==> config.mk <==
export PLATFORM = sky130hd
export DESIGN_NAME = line_window_3x3
export DESIGN_NICKNAME = d
export VERILOG_FILES = /design/src/rtl/lwin_pkg.sv /design/src/rtl/lwin_line_ram.sv /design/src/rtl/line_window_3x3.sv
export SDC_FILE = /design/constraint.sdc
export NUM_CORES = 2
export LEC_CHECK = 0
export CAP_MARGIN = 20
export CORE_ASPECT_RATIO = 0.6
export CORE_MARGIN = 3
export CORE_UTILIZATION = 37
export CTS_CLUSTER_DIAMETER = 60
export DETAILED_ROUTE_END_ITERATION = 8
export GPL_ROUTABILITY_DRIVEN = 0
export PLACE_DENSITY_LB_ADDON = 0.08
export RECOVER_POWER = 100
export SYNTH_ARGS = -nofsm -noshare
export SYNTH_HDL_FRONTEND = slang
export SYNTH_SLANG_ARGS = --single-unit
==> constraint.sdc <==
create_clock -name clk -period 29.9 [get_ports clk]
set_input_delay 4.485 -clock clk [delete_from_list [all_inputs] [get_ports clk]]
set_output_delay 4.485 -clock clk [all_outputs]
set_load 0.01 [all_outputs]
==> src/rtl/lwin_pkg.sv <==
// Shared constants and the tap-index helper for the 3x3 line-window generator.
package lwin_pkg;

    localparam int TAP_N      = 9;
    localparam int DEF_DATA_W = 3;
    localparam int DEF_IMG_W  = 514;
    localparam int DEF_IMG_H  = 480;

    // Flat tap index of window position (r,c); r=0 is the oldest line, c=0 the oldest column.
    function automatic int idx(input int r, input int c);
        return 3 * r + c;
    endfunction

endpackage

==> src/rtl/lwin_line_ram.sv <==
// One line of pixel history: combinational read, synchronous write with enable.
// Contents are never cleared; the window row counter masks stale data.
module lwin_line_ram #(
    parameter int DATA_W = 3,
    parameter int DEPTH  = 514,
    parameter int ADDR_W = $clog2(DEPTH)
) (
    input  logic              clk,
    input  logic              we,
    input  logic [ADDR_W-1:0] addr,
    input  logic [DATA_W-1:0] wr_data,
    output logic [DATA_W-1:0] rd_data
);

    logic [DATA_W-1:0] mem [DEPTH];

    // Read is combinational, so a write in this cycle returns the old word (read-before-write).
    assign rd_data = mem[addr];

    // Write the accepted word at the current column.
    always_ff @(posedge clk) begin
        if (we) mem[addr] <= wr_data;
    end

endmodule

==> src/rtl/line_window_3x3.sv <==
// 3x3 sliding-window generator for raster-scan pixel streams.
// Two circular line RAMs supply the upper two rows; the window shifts left on every
// accepted pixel. out_valid marks windows fully inside the frame (row>=2, col>=2).
// Optional build macro: LWIN_COORD_OUT_EN adds out_x/out_y window-centre outputs.
module line_window_3x3
    import lwin_pkg::*;
#(
    parameter int DATA_W = DEF_DATA_W,
    parameter int IMG_W  = DEF_IMG_W,
    parameter int IMG_H  = DEF_IMG_H,
    parameter int COL_W  = $clog2(IMG_W),
    parameter int ROW_W  = $clog2(IMG_H)
) (
    input  logic                      clk,
    input  logic                      rst,
    input  logic                      sof,
    input  logic                      in_valid,
    input  logic [DATA_W-1:0]         in_data,
    output logic                      out_valid,
    output logic [TAP_N*DATA_W-1:0]   win
`ifdef LWIN_COORD_OUT_EN
    ,
    output logic [COL_W-1:0]          out_x,
    output logic [ROW_W-1:0]          out_y
`endif
);

    logic [COL_W-1:0] col, eff_col;
    logic [ROW_W-1:0] row, eff_row;
    logic             restart, col_last, row_last, win_ok, ram_we;
    logic [DATA_W-1:0] rd_a, rd_b;

    // Window storage indexed [r][c]; column tap [r] is the pixel entering at c=2.
    logic [2:0][2:0][DATA_W-1:0] wreg;
    logic [2:0][DATA_W-1:0]      col_tap;

    // sof forces the current pixel to (0,0) whatever the counters say.
    assign restart  = sof && in_valid;
    assign eff_col  = restart ? '0 : col;
    assign eff_row  = restart ? '0 : row;
    assign col_last = (eff_col == COL_W'(IMG_W - 1));
    assign row_last = (eff_row == ROW_W'(IMG_H - 1));
    assign win_ok   = (eff_row >= ROW_W'(2)) && (eff_col >= COL_W'(2));
    assign ram_we   = in_valid && !rst;

    // lineA holds the previous line, lineB the one before it.
    lwin_line_ram #(.DATA_W(DATA_W), .DEPTH(IMG_W), .ADDR_W(COL_W)) u_line_a (
        .clk     (clk),
        .we      (ram_we),
        .addr    (eff_col),
        .wr_data (in_data),
        .rd_data (rd_a)
    );

    lwin_line_ram #(.DATA_W(DATA_W), .DEPTH(IMG_W), .ADDR_W(COL_W)) u_line_b (
        .clk     (clk),
        .we      (ram_we),
        .addr    (eff_col),
        .wr_data (rd_a),
        .rd_data (rd_b)
    );

    assign col_tap[0] = rd_b;
    assign col_tap[1] = rd_a;
    assign col_tap[2] = in_data;

    // Raster counters; wrap at end of frame so back-to-back frames need no sof.
    always_ff @(posedge clk) begin
        if (rst) begin
            col <= '0;
            row <= '0;
        end else if (in_valid) begin
            if (col_last) begin
                col <= '0;
                row <= row_last ? '0 : eff_row + ROW_W'(1);
            end else begin
                col <= eff_col + COL_W'(1);
                row <= eff_row;
            end
        end
    end

    // Shift the window left by one column per accepted pixel; hold on stall.
    always_ff @(posedge clk) begin
        if (rst) begin
            wreg <= '0;
        end else if (in_valid) begin
            for (int r = 0; r < 3; r++) begin
                wreg[r][0] <= wreg[r][1];
                wreg[r][1] <= wreg[r][2];
                wreg[r][2] <= col_tap[r];
            end
        end
    end

    // Window-valid flag: one cycle after an accept whose window lies inside the frame.
    always_ff @(posedge clk) begin
        if (rst) out_valid <= 1'b0;
        else     out_valid <= in_valid && win_ok;
    end

    genvar gr, gc;
    generate
        for (gr = 0; gr < 3; gr++) begin : g_row
            for (gc = 0; gc < 3; gc++) begin : g_col
                assign win[idx(gr, gc)*DATA_W +: DATA_W] = wreg[gr][gc];
            end
        end
    endgenerate

`ifdef LWIN_COORD_OUT_EN
    // Window-centre coordinates, captured only with a valid window and held otherwise.
    always_ff @(posedge clk) begin
        if (rst) begin
            out_x <= '0;
            out_y <= '0;
        end else if (in_valid && win_ok) begin
            out_x <= eff_col - COL_W'(1);
            out_y <= eff_row - ROW_W'(1);
        end
    end
`endif

endmodule

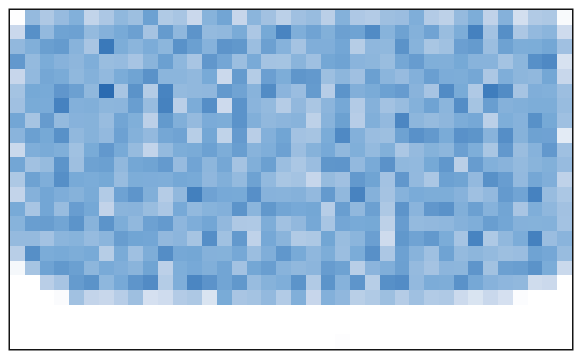
Fig. 1. Placement density heat map.
38 x 23 tiles, from white (low) to dark blue (high), 0 to 100% covered.
mean over tiles = 39%
nearly empty tiles = 14%
fullest tile = 76%

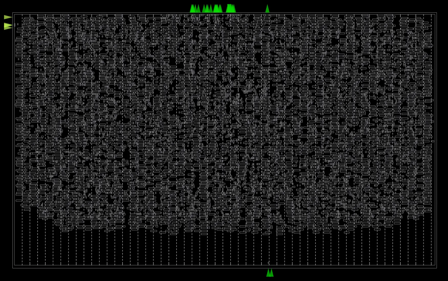
Fig. 2. Placement view.
Fillers: 30600
Cell Rows: 165
n_taps: 4509
core region area: 338000 um^2
final core occ: 0.417

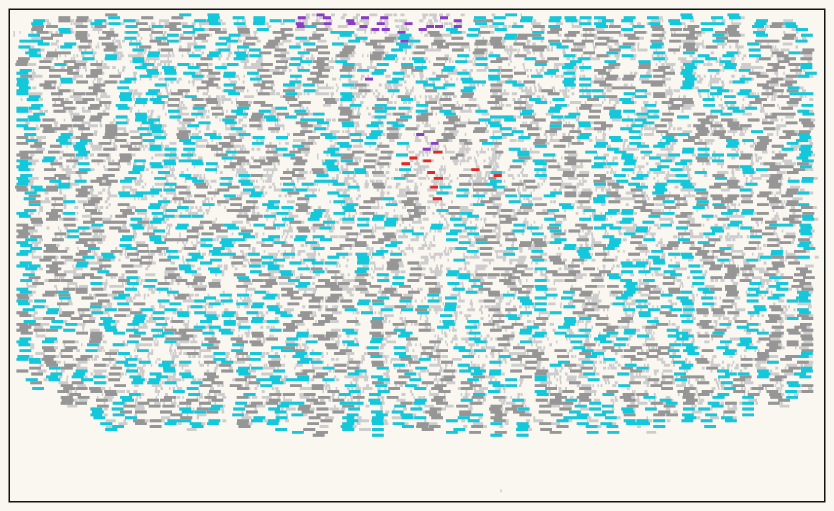
Fig. 3. Sequential cells colored by netlist name.
Other sequential cells in the stronger gray, the rest of the logic in the fainter gray.
purple -> win  # flops 27, where top center
red -> col  # flops 10
cyan -> u_line_a.mem  # flops 1542, where widely spread
not colored = 1552

==> results.py <==
# Auto-generated metrics
metrics = {
    "floorplan": {
        "die_y_um": 457,
    },
    "timing": {
        "setup_viol": 0,
        "worst-slew-pin-transition_ns": 6.52,
        "finalMaxSlewViolations": 2871,
        "rsz0062_at_grt": "false",
        "relSlewSlack": -3.35,
    },
    "critical_path": {
        "crit_cells": 9,
        "r2r_cells": 14,
        "crit_start": "in_valid",
        "max_stage_delay_ns": 4.55,
        "r2r-start": "col[0]$_SDFFE_PP0P_",
        "path_delay_family": "buffers and inverters",
    },
    "global_routing": {
        "overflow": 0,
        "use_met2": 0.380,
        "grt_pass1_wl_um": 677000,
        "grt_max_degree": 211,
        "grt.met1_usage": 0.440,
    },
    "outcome": {
        "status": "finished, violations left",
        "violations": "capacitance limit, slew limit",
    },
    "min_path": {
        "min_path_cells": 2,
    },
    "flow_run": {
        "drv_cap": 77,
    },
    "finish": {
        "clk_share": 0.0683,
        "non_clock_buffer_area_share": 0.0160,
    },
    "drt": {
        "firstDrtPassIters": 6,
        "wl_met3_um": 63800,
        "m1WireLength_um": 226000,
        "vias": 80400,
    },
    "placement": {
        "io_buffers": 34,
        "dpl_cell_area_um2": 131000,
    },
    "yosys": {
        "largest_area_cell": "edfxtp_1",
        "ys_sh_simple": 0.0642,
        "ys_sh_aoi": 0.0966,
        "synthTopCellsByCount": "3084 x edfxtp_1, 837 x nor2_1, 515 x mux2i_1",
    },
    "clock_network": {
        "post_cts_buffers": 0,
    },
    "pwr": {
        "ir_drop_mv": 0.0433,
    },
}
No activity file was given, so power comes from the tool's default toggle rates.
